### src/rtl/draw_pkg.sv
// Shared types and constants for the draw job scheduler: command layout,
// op encoding, screen geometry and the scheduler state set.
package draw_pkg;

  localparam int unsigned SCREEN_W = 160;
  localparam int unsigned SCREEN_H = 120;

  localparam int unsigned COORD_W  = 8;
  localparam int unsigned PIX_W    = 9;
  localparam int unsigned RADIUS_W = 5;
  localparam int unsigned COLOUR_W = 3;
  localparam int unsigned VGA_X_W  = 8;
  localparam int unsigned VGA_Y_W  = 7;

  typedef enum logic {
    OP_CIRCLE = 1'b0,
    OP_CLEAR  = 1'b1
  } op_e;

  typedef struct packed {
    op_e                 op;
    logic [COORD_W-1:0]  cx;
    logic [COORD_W-1:0]  cy;
    logic [RADIUS_W-1:0] radius;
    logic [COLOUR_W-1:0] colour;
  } cmd_t;

  typedef enum logic [1:0] {
    S_IDLE,
    S_LAUNCH,
    S_WAIT_ENG,
    S_CLEAR
  } state_e;

endpackage

### src/rtl/draw_cmd_fifo.sv
// Command queue: dout is loaded on pop and held until the next pop, so it
// doubles as the scheduler's job register. head_op lets the caller dispatch
// on the same edge that pops.
module draw_cmd_fifo
  import draw_pkg::*;
#(
  parameter int unsigned DEPTH = 4
) (
  input  logic                     clk,
  input  logic                     rst,
  input  logic                     push,
  input  cmd_t                     din,
  input  logic                     pop,
  output cmd_t                     dout,
  output op_e                      head_op,
  output logic                     full,
  output logic                     empty,
  output logic [$clog2(DEPTH):0]   level
);

  localparam int unsigned PTR_W = $clog2(DEPTH);
  localparam logic [PTR_W:0] FULL_COUNT = DEPTH[PTR_W:0];

  cmd_t             mem [DEPTH];
  logic [PTR_W-1:0] wr_ptr;
  logic [PTR_W-1:0] rd_ptr;
  logic [PTR_W:0]   count;
  logic             do_push;
  logic             do_pop;

  assign full    = (count == FULL_COUNT);
  assign empty   = (count == '0);
  assign level   = count;
  assign head_op = mem[rd_ptr].op;
  assign do_push = push && !full;
  assign do_pop  = pop && !empty;

  always_ff @(posedge clk) begin
    if (do_push) begin
      mem[wr_ptr] <= din;
    end
  end

  always_ff @(posedge clk) begin
    if (rst) begin
      wr_ptr <= '0;
      rd_ptr <= '0;
      count  <= '0;
      dout   <= '0;
    end else begin
      if (do_push) begin
        wr_ptr <= wr_ptr + PTR_W'(1);
      end
      if (do_pop) begin
        dout   <= mem[rd_ptr];
        rd_ptr <= rd_ptr + PTR_W'(1);
      end
      case ({do_push, do_pop})
        2'b10:   count <= count + (PTR_W+1)'(1);
        2'b01:   count <= count - (PTR_W+1)'(1);
        default: count <= count;
      endcase
    end
  end

endmodule

### src/rtl/draw_scheduler.sv
// Queues circle/clear jobs, launches the circle engine one job at a time,
// clips its pixel stream onto the 160x120 framebuffer and runs clear sweeps.
module draw_scheduler
  import draw_pkg::*;
#(
  parameter int unsigned DEPTH    = 4,
  parameter int unsigned SCREEN_W = 160,
  parameter int unsigned SCREEN_H = 120
) (
  input  logic                clk,
  input  logic                rst,
  input  logic                cmd_valid,
  output logic                cmd_ready,
  input  logic                cmd_op,
  input  logic [COORD_W-1:0]  cmd_cx,
  input  logic [COORD_W-1:0]  cmd_cy,
  input  logic [RADIUS_W-1:0] cmd_radius,
  input  logic [COLOUR_W-1:0] cmd_colour,
  output logic                eng_start,
  output logic [COORD_W-1:0]  eng_cx,
  output logic [COORD_W-1:0]  eng_cy,
  output logic [RADIUS_W-1:0] eng_radius,
  input  logic                eng_pix_valid,
  input  logic [PIX_W-1:0]    eng_pix_x,
  input  logic [PIX_W-1:0]    eng_pix_y,
  input  logic                eng_done,
  output logic [VGA_X_W-1:0]  vga_x,
  output logic [VGA_Y_W-1:0]  vga_y,
  output logic [COLOUR_W-1:0] vga_colour,
  output logic                vga_plot,
  output logic                busy,
  output logic [7:0]          done_count
);

  localparam int unsigned LVL_W = $clog2(DEPTH) + 1;
  localparam logic [PIX_W-1:0]   X_LIMIT = PIX_W'(SCREEN_W);
  localparam logic [PIX_W-1:0]   Y_LIMIT = PIX_W'(SCREEN_H);
  localparam logic [VGA_X_W-1:0] LAST_X  = VGA_X_W'(SCREEN_W - 1);
  localparam logic [VGA_Y_W-1:0] LAST_Y  = VGA_Y_W'(SCREEN_H - 1);

  state_e           state;
  cmd_t             cmd_in;
  cmd_t             job;
  op_e              head_op;
  logic             fifo_full;
  logic             fifo_empty;
  logic [LVL_W-1:0] level;
  logic             push;
  logic             pop;
  logic             on_screen;
  logic             clear_last;
  logic             active_next;
  logic             queued_next;

  assign cmd_in = '{op: op_e'(cmd_op), cx: cmd_cx, cy: cmd_cy,
                    radius: cmd_radius, colour: cmd_colour};

  assign cmd_ready = !fifo_full;
  assign push      = cmd_valid && !fifo_full;
  assign pop       = (state == S_IDLE) && !fifo_empty;

  draw_cmd_fifo #(
    .DEPTH (DEPTH)
  ) u_fifo (
    .clk     (clk),
    .rst     (rst),
    .push    (push),
    .din     (cmd_in),
    .pop     (pop),
    .dout    (job),
    .head_op (head_op),
    .full    (fifo_full),
    .empty   (fifo_empty),
    .level   (level)
  );

  // The FIFO output register holds the popped job, so these stay registered.
  assign eng_cx     = job.cx;
  assign eng_cy     = job.cy;
  assign eng_radius = job.radius;
  assign vga_colour = job.colour;

  always_comb begin
    on_screen   = !eng_pix_x[PIX_W-1] && (eng_pix_x < X_LIMIT) &&
                  !eng_pix_y[PIX_W-1] && (eng_pix_y < Y_LIMIT);
    clear_last  = (vga_x == LAST_X) && (vga_y == LAST_Y);
    active_next = 1'b0;
    case (state)
      S_IDLE:     active_next = !fifo_empty;
      S_LAUNCH:   active_next = 1'b1;
      S_WAIT_ENG: active_next = !eng_done;
      S_CLEAR:    active_next = !clear_last;
      default:    active_next = 1'b0;
    endcase
    // Queue occupancy after this edge, accounting for a simultaneous pop.
    queued_next = push || (level > LVL_W'(1)) || ((level == LVL_W'(1)) && !pop);
  end

  always_ff @(posedge clk) begin
    if (rst) begin
      state      <= S_IDLE;
      eng_start  <= 1'b0;
      vga_x      <= '0;
      vga_y      <= '0;
      vga_plot   <= 1'b0;
      busy       <= 1'b0;
      done_count <= '0;
    end else begin
      busy      <= active_next || queued_next;
      eng_start <= 1'b0;
      vga_plot  <= 1'b0;
      case (state)
        S_IDLE: begin
          if (!fifo_empty) begin
            if (head_op == OP_CLEAR) begin
              state    <= S_CLEAR;
              vga_x    <= '0;
              vga_y    <= '0;
              vga_plot <= 1'b1;
            end else begin
              state     <= S_LAUNCH;
              eng_start <= 1'b1;
            end
          end
        end
        S_LAUNCH: begin
          state <= S_WAIT_ENG;
        end
        S_WAIT_ENG: begin
          if (eng_pix_valid && on_screen) begin
            vga_plot <= 1'b1;
            vga_x    <= eng_pix_x[VGA_X_W-1:0];
            vga_y    <= eng_pix_y[VGA_Y_W-1:0];
          end
          if (eng_done) begin
            done_count <= done_count + 8'd1;
            state      <= S_IDLE;
          end
        end
        S_CLEAR: begin
          // vga_x/vga_y double as the sweep position while clearing.
          if (clear_last) begin
            done_count <= done_count + 8'd1;
            state      <= S_IDLE;
          end else begin
            vga_plot <= 1'b1;
            if (vga_x == LAST_X) begin
              vga_x <= '0;
              vga_y <= vga_y + VGA_Y_W'(1);
            end else begin
              vga_x <= vga_x + VGA_X_W'(1);
            end
          end
        end
        default: state <= S_IDLE;
      endcase
    end
  end

endmodule

### config.mk
export PLATFORM = sky130hd
export DESIGN_NAME = draw_scheduler
export DESIGN_NICKNAME = d
export VERILOG_FILES = /design/src/rtl/draw_pkg.sv /design/src/rtl/draw_cmd_fifo.sv /design/src/rtl/draw_scheduler.sv
export SDC_FILE = /design/constraint.sdc
export NUM_CORES = 1
export LEC_CHECK = 0
export ABC_CLOCK_PERIOD_IN_PS = 7400
export CAP_MARGIN = 40
export CORE_MARGIN = 2
export CORE_UTILIZATION = 40
export DETAILED_ROUTE_END_ITERATION = 12
export PLACE_DENSITY = 0.67
export SLEW_MARGIN = 20
export SYNTH_ARGS = -nofsm -noshare
export SYNTH_HDL_FRONTEND = slang
export SYNTH_SLANG_ARGS = --single-unit
### constraint.sdc
create_clock -name clk -period 7.4 [get_ports clk]
set_clock_uncertainty 0.2 [all_clocks]
set_input_delay 1.11 -clock clk [delete_from_list [all_inputs] [get_ports clk]]
set_output_delay 1.11 -clock clk [all_outputs]
set_load 0.01 [all_outputs]
==> ci_impl_report.md, run 1 <==
## Synthesis and layout report

| Metric | Value |
|---|---|
| Die Area | 0.0174 mm2 |
| # rows | 46 |
| Top cells by area | edfxtp_1 (46%), dfxtp_1 (19%), mux4_2 (8.6%) |
| Hold_buf cts | 0 |
| Clock Path Buffers | 2 |
| CTS H-tree lvls | 4 |
| Latency at later pin | 0.43 ns |
| Post-Syn Area | 0.00654 mm2 |
| CTS root buffer | clkbuf_16 |
| WL per Instance | 16.9 um |
| DIE WIDTH | 132 um |
| Area leader share | 45.9% |
| Chip Area, Yosys | 0.00654 mm2 |
| Met2 wire length | 6860 um |
| NonClk Buf Share | 13.2% |
| Crit-path max FO | 18 |
| Total inserted antenna cells | 0 |
| Initial antenna violation count | 0 |
| Hold WC Path Type | flip-flop to flip-flop |
| Status | completed |
| Sequential cell area share | 50.5% |
| Final Wtd Congestion | 0.798 |
| Repair and plain buffers | 108 |
| Logic share of the area | 25.6% |
| DR WL met3 | 1070 um |
| Flop count | 161 |
| Final tally of max-slew violations | 0 |
| Slew @ Worst Pin | 0.707 ns |
| Antenna Nets Post-Route | 0 |
| CTS buffer count | 17 |
| Flip-flops with a built-in enable | 100 |
| Multi-In Gates | 293 |
| Die Span Y | 132 um |
| Init Core Util | 41.0% |
| Worst reg2reg path depth | 8 |
| Synthesized registers | 161 |
| Achievable frequency | 299 MHz |
| Final HPWL DP | 9050 um |
| WHS Path Cells | 2 |
| Critical path class | primary input to flip-flop |
| Log Warnings | 32 |
| Period utilization | 45.2% |
| Largest cell class | registers |
| Setup_tns | 0 ns |
| Share of layout cells above drive strength 1 | 12.6% |
| Fillers | 1363 |
| Post-CTS Setup Inserts | 0 |
| Max-cap violation count | 0 |
| M1 WL | 5880 um |
| Highest metal used | met4 |
| Worst hold path endpoint | u_fifo.dout[0]$_SDFFE_PP0N_ |
| Relative slew slack | 52.9% |
| Floorplan net count | 553 |
| Worst-path clk slew | 0.06 ns |
| Syn avg cell area | 13.3 um2 |
| Nonclk inv count | 15 |
| Synth warnings | 0 |
| Comb area | 0.00214 mm2 |
| Asr flop ratio synth | 0% |
| Worst VDD drop | 0.000267 V |
| P_leak | 2.85 nW |
| Total gr overflow | 0 |
| Layout Cells excl Fill | 825 |
| Sequential element share of the synthesized area | 64.6% |
| RSZ-0062 raised after global routing | false |
| PostCTS Resize Cnt | 0 |
| Final min period | 3.35 ns |
| CTS tree | done |
| PD cells | 339 mW/mm2 |
| Core ar. | 0.0159 mm2 |
| Synth cell types | 51 |
| Yosys cell count | 493 |
| CLK BUF | 20 |
| Total Nets Final | 656 |
| Placed cells | 793 |
| Setup-failing EPs final | 0 |
| Critical Path Source Type | primary input |
| Port bufs | 98 |
| Worst reg2reg setup slack | 4.21 ns |
[run 1: stage by stage]
step / setup WS (ns) / cell area, um2 / hold slack (ns) / power, mW / utilization (%)
3_5_place_dp: 3.65 / 7800 / 0.250 / 2.04 / 48.9
5_1_grt: 3.94 / 8360 / 0.279 / 3.00 / 52.5
2_1_floorplan: 4.52 / 6540 / 0.277 / 1.70 / -
3_3_place_gp: 3.27 / 7710 / 0.248 / 1.98 / 48.3
4_1_cts: 4.08 / 8360 / 0.262 / 2.87 / 52.5
6_report: 4.05 / 8360 / 0.262 / 2.84 / 52.5
[run 1: where the power goes]
part	switching (mW)	internal, mW	total [mW]
sequential	0.101	1.10	1.20
clock	0.362	0.462	0.824
combinational	0.423	0.387	0.810
total	0.885	1.95	2.84
[run 1: Yosys cell counts, drive strengths merged (3+ instances only)]
cell	n
nand3	9
xnor2	6
mux4	25
nand4	4
nor2b	3
and3	8
o211ai	4
xor2	13
inv	14
nor3	4
o21ai	18
ha	12
and4	5
a31o	4
o22ai	5
edfxtp	100
buf	11
nand2	72
dfxtp	61
o2111ai	3
nor3b	6
nor2	24
and2	7
or3	3
a21oi	36
clkbuf	13
[run 1: worst max-delay path by stage]
stage,startpoint,end
global route,eng_pix_x[8],vga_x[2]$_SDFFE_PP0P_
detailed placement,eng_pix_x[8],vga_x[5]$_SDFFE_PP0P_
finish,eng_pix_x[8],vga_x[5]$_SDFFE_PP0P_
global placement,state[0]$_SDFFE_PP0P_,u_fifo.level[2]$_SDFFE_PP0P_
floorplan,eng_pix_x[8],vga_y[6]$_SDFFE_PP0P_
CTS,eng_pix_x[8],vga_x[5]$_SDFFE_PP0P_
[run 1: kinds of logic after synthesis]
logic type | synth area share [%]
flip-flops | 64.6
AND/OR/NAND/NOR | 11.3
AND-OR/OR-AND | 7.56
buffers and inverters | 2.66
multiplexers | 9.09
XOR/XNOR | 2.54
adder cells (fa/ha/maj) | 2.30
[run 1: worst max-delay path, stage by stage]
cell	delay, ns
clkdlybuf4s50_1	0.39
or4b_1	0.57
nor4_2	0.43
a221o_1	0.62
nor3b_1	0.11
a31o_2	0.23
[run 1: placed cells by master (no fill, tap or decap), drive strengths merged, types with 3 or more instances in the layout]
| cell type | count |
|---|---|
| xnor2 | 6 |
| nor3b | 6 |
| buf | 11 |
| clkinv | 6 |
| nand4 | 4 |
| nand3 | 9 |
| nor3 | 4 |
| o21ai | 18 |
| nor2 | 24 |
| and4 | 5 |
| a31o | 4 |
| nand2 | 72 |
| inv | 19 |
| o2111ai | 3 |
| xor2 | 13 |
| edfxtp | 100 |
| dfxtp | 61 |
| ha | 12 |
| o22ai | 5 |
| a21oi | 36 |
| mux4 | 25 |
| nor2b | 3 |
| and3 | 8 |
| clkdlybuf4s50 | 97 |
| or3 | 3 |
| and2 | 7 |
| o211ai | 4 |
| clkbuf | 20 |
[run 1: state kept, by name (all words and copies together) (netlist names), named ones only]
signal / cells
u_fifo.level: 3
busy: 1
u_fifo.rd_ptr: 2
vga_plot: 1
u_fifo.wr_ptr: 2
done_count: 8
vga_x: 8
eng_start: 1
state: 2
u_fifo.dout: 24
u_fifo.mem: 100
vga_y: 7
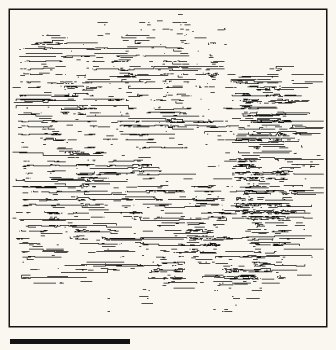
*M1 wires, run 1*
The bar under the picture is 50 um long.
nets with wire on the layer: 582
longest straight run: 29.4 um
main direction: horizontal
share of all routed wire: 42%

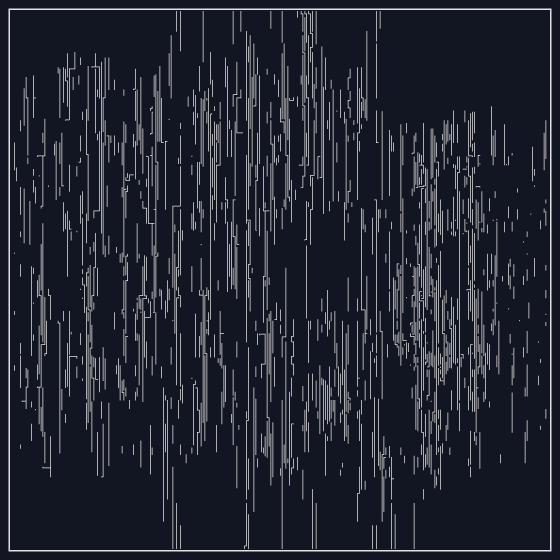
*Met2 routing, run 1*
share of all routed wire: 49%
longest straight run: 51.0 um
wire length on this layer: 6860 um
main direction: vertical
nets with wire on the layer: 560
DR vias: 4310
final wirelength: 13900 um
met2 usage: 27.7%

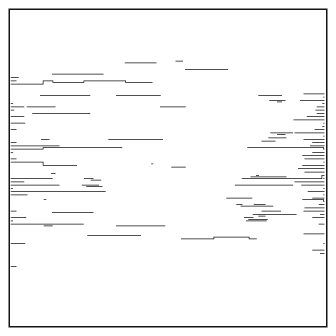
*M3 wires, run 1*
wire length on this layer: 1070 um
nets with wire on the layer: 101
share of all routed wire: 7.6%
longest straight run: 39.3 um
main direction: horizontal

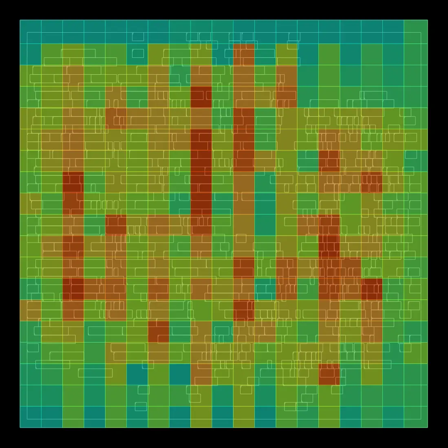
*Track usage over the die, run 1*
met3 usage in global routing: 5.81%
layer with the highest usage: met2
Total Routing Usage GR: 16.8%

--- run 2 (diff from run 1) ---
--- a/config.mk
+++ b/config.mk
@@ -5,12 +5,12 @@
 export SDC_FILE = /design/constraint.sdc
 export NUM_CORES = 1
 export LEC_CHECK = 0
-export ABC_CLOCK_PERIOD_IN_PS = 7400
+export ABC_CLOCK_PERIOD_IN_PS = 2700
 export CAP_MARGIN = 40
 export CORE_MARGIN = 2
 export CORE_UTILIZATION = 40
 export DETAILED_ROUTE_END_ITERATION = 12
-export PLACE_DENSITY = 0.67
+export PLACE_DENSITY = 0.69
 export SLEW_MARGIN = 20
 export SYNTH_ARGS = -nofsm -noshare
 export SYNTH_HDL_FRONTEND = slang
==> constraint.sdc (replaced) <==
create_clock -name clk -period 2.7 [get_ports clk]
set_clock_uncertainty 0.2 [all_clocks]
set_input_delay 0.405 -clock clk [delete_from_list [all_inputs] [get_ports clk]]
set_output_delay 0.405 -clock clk [all_outputs]
set_load 0.01 [all_outputs]
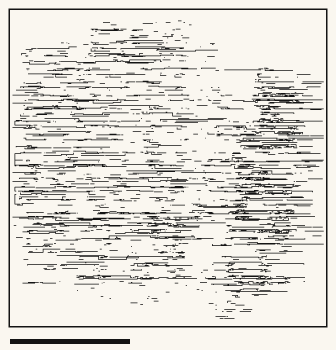
*M1 wires, run 2*
The bar under the picture is 50 um long.
main direction: horizontal
wire length on this layer: 6220 um
nets with wire on the layer: 607
final wirelength: 14100 um
M1 GR Usage: 21.1%
DR vias: 4289

==> ci_impl_report.md, run 2 <==
## Synthesis and layout report

| Metric | Value |
|---|---|
| Flip-flops with a built-in enable | 100 (unchanged) |
| Post-Syn Area | 0.00654 mm2 (unchanged) |
| Hold WC Path Type | primary input to flip-flop |
| Period utilization | 92.1% |
| Clock Path Buffers | 2 (unchanged) |
| Worst-path clk slew | 0.06 ns (about the same) |
| # DRC | 0 |
| Area leader share | 45.9% (unchanged) |
| Log Warnings | 32 (unchanged) |
| Placed cells | 803 (+1.3%) |
| Antenna Nets Post-Route | 0 (unchanged) |
| Layout Cells excl Fill | 836 (+1.3%) |
| DRT Pass-1 Iters | 6 |
| Top Layout Cells | edfxtp_1 (100), clkdlybuf4s50_1 (97), nand2_1 (72) |
| Comb area | 0.00214 mm2 (unchanged) |
| # clock sinks | 161 |
| Die Span Y | 132 um (unchanged) |
| Count leader, synth | edfxtp_1 |
| Reg power frac | 39.8% (-2.6 points) |
| Crit-path max FO | 6 (-12) |
| Share of layout cells above drive strength 1 | 13.7% (+1.1 points) |
| Hold_buf cts | 0 (unchanged) |
| Area after DPL | 0.00782 mm2 (+0.26%) |
| Achievable frequency | 402 MHz |
| Register area | 0.00423 mm2 |
| Most flop-heavy register | u_fifo.mem |
| Synth top cells by count | edfxtp_1 (100), nand2_1 (72), dfxtp_1 (61), a21oi_1 (36), mux4_2 (25) |
| Setup WS post-layout | 0.215 ns (-3.84 ns) |
| Chip Area, Yosys | 0.00654 mm2 (unchanged) |
| Relative slew slack | 61.7% (+8.9 points) |
| # rows | 46 (unchanged) |
| Ports | 99 |
| Total Nets Final | 666 (+1.5%) |
| Vias in the first global route | 4329 |
| Post-CTS Setup Inserts | 0 (unchanged) |
| Final tally of max-slew violations | 0 (unchanged) |
| P_sw | 2.38 mW (+170%) |
| Init Core Util | 41.0% (unchanged) |
| First-pass GRT wire length | 22500 um |
| Clk pwr share | 32.1% (+3.1 points) |
| Synth warnings | 0 (unchanged) |
| CTS buffer count | 17 (unchanged) |
| Port bufs | 98 (unchanged) |
| Slew @ Worst Pin | 0.568 ns (-0.139 ns) |
| Mapped Cells | 493 |
| P_int | 5.79 mW (+200%) |
| Iter 0 DRT Violations | 278 |
| Commonest flop | edfxtp_1 |
| Initial antenna violation count | 0 (unchanged) |
| Critical Path Source Type | flip-flop |
| Worst Setup End Kind | primary output |
| Pre-CTS setup slack | -0.0543 ns (-3.70 ns) |
| DIE WIDTH | 132 um (unchanged) |
| Sequential element share of the synthesized area | 64.6% (unchanged) |
| Largest register FFs | 100 (unchanged) |
| Vias/cell | 5.13 |
| Max-cap violation count | 0 (unchanged) |
| Syn avg cell area | 13.3 um2 (unchanged) |
| CTS tree | done |
| Total Routing Usage GR | 16.5% (-0.28 points) |
| Top cells by area | edfxtp_1 (46%), dfxtp_1 (19%), mux4_2 (8.6%) |
| CTS root buffer | clkbuf_16 |
| Worst VDD drop | 0.000494 V (+85%) |
| Yosys cell count | 493 (unchanged) |
| Sw frac | 29.1% (-2.1 points) |
| Asr flop ratio synth | 0% (unchanged) |
| RSZ-0062 raised after global routing | false |
| Setup-failing EPs final | 0 (unchanged) |
| Synthesized registers | 161 (unchanged) |
| Synth cell types | 51 (unchanged) |
| Floorplan net count | 553 (unchanged) |
| CP arrival | 1.88 ns |
| Largest net degree at the start of global routing | 31 |
| Final HPWL DP | 9270 um (+2.4%) |
| Status | completed |
| Final Hold Vio Count | 0 |
| Yosys top cell by area | edfxtp_1 |
| Crit path DRT | 2.10 ns |
| Final min period | 2.49 ns |
| Latency at later pin | 0.42 ns (about the same) |
| Commonest non-fill, non-tap cell in the layout | edfxtp_1 |
| Fillers | 1321 (-3.1%) |
| Critical path class | flip-flop to primary output |
| P&R area growth vs syn | 29.7% |
| Die Area | 0.0174 mm2 (unchanged) |
| P_leak | 2.92 nW (+2.6%) |
| PD cells | 963 mW/mm2 (+180%) |
| Core ar. | 0.0159 mm2 (unchanged) |
| PostCTS Resize Cnt | 0 (unchanged) |
| Final Wtd Congestion | 0.805 (+0.90%) |
| CTS H-tree lvls | 4 (unchanged) |
| Logic pwr share | 28.2% (-0.3 points) |
| Design Area, Final | 0.00848 mm2 (+1.4%) |
| Biggest regs | u_fifo.mem: 100 flops, u_fifo.dout: 24 flops |
| Total gr overflow | 0 (unchanged) |
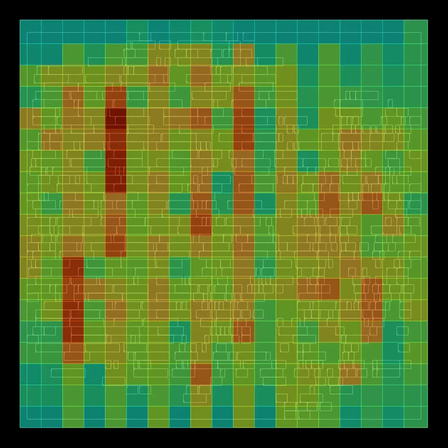
*Track usage over the die, run 2*
met2 usage: 27.4%
met3 usage in global routing: 4.92%
post-layout util: 53.2%
WL per Instance: 16.9 um

==> run 2: area by class of cell <==
| type | count | area share [%] |
|---|---|---|
| clock buffer | 19 | 5.34 |
| sequential | 161 | 49.8 |
| timing repair buffer | 118 | 13.3 |
| antenna | 1 | 0.0295 |
| inverter | 15 | 0.664 |
| clock inverter | 13 | 2.42 |
| tap | 216 | 3.19 |
| multi-input combinational | 293 | 25.3 |
==> run 2: power by group through the flow <==
stage	Clock [mW]	Combinational, mW	Sequential, mW
after global placement	0	2.28	3.28
after detailed placement	0	2.33	3.30
after global routing	2.77	2.54	3.30
final	2.62	2.30	3.25
after CTS	2.68	2.35	3.25
after floorplan	0	1.32	3.33
==> run 2: critical path: stages, from the launching register on <==
cell,delay (ns)
dfxtp_1,0.42
inv_1,0.09
ha_1,0.24
nand2_1,0.15
clkdlybuf4s50_1,0.56
==> run 2: worst paths after layout <==
path / startpoint / to / slack [ns] / cells past startpoint
setup reg to reg: u_fifo.level[0]$_SDFFE_PP0P_ / u_fifo.level[2]$_SDFFE_PP0P_ / 0.36 / 8
hold / removal: rst / done_count[2]$_SDFFE_PP0P_ / 0.16 / 2
hold reg to reg: u_fifo.dout[14]$_SDFFE_PP0N_ / u_fifo.dout[14]$_SDFFE_PP0N_ / 0.26 / 2
setup / recovery: u_fifo.level[0]$_SDFFE_PP0P_ / cmd_ready / 0.21 / 4
==> run 2: metal layers <==
layer  share of wire, %  track usage [%]  up-vias  routed length, um
li1                   -                -     2057                  -
met1                 44             21.1     2091               6220
met2                 49             27.4      128               6890
met3                6.3             4.92       13                884
met4               0.91             4.71        0                128
met5                  0                0        -                  0
==> run 2: cells by family (layout without fill, tap and decap cells) <==
| group | after synthesis | after routing | synth area share [%] |
|---|---|---|---|
| AND-OR/OR-AND | 82 | 82 | 7.56 |
| XOR/XNOR | 19 | 19 | 2.54 |
| adder cells (fa/ha/maj) | 12 | 12 | 2.30 |
| buffers and inverters | 39 | 165 | 2.66 |
| flip-flops | 161 | 161 | 64.6 |
| multiplexers | 28 | 28 | 9.09 |
| other | 0 | 1 | 0 |
| AND/OR/NAND/NOR | 152 | 152 | 11.3 |
==> run 2: metrics by stage <==
stage	TNS (ns)	hold WS (ns)	power, mW
2_1_floorplan	0	0.277	4.65
6_report	0	0.159	8.17
3_5_place_dp	-0.291	0.249	5.63
3_3_place_gp	-0.260	0.243	5.56
4_1_cts	0	0.143	8.28
5_1_grt	0	0.155	8.61
Power figures rest on the tool's default switching activity, not on a simulated workload.
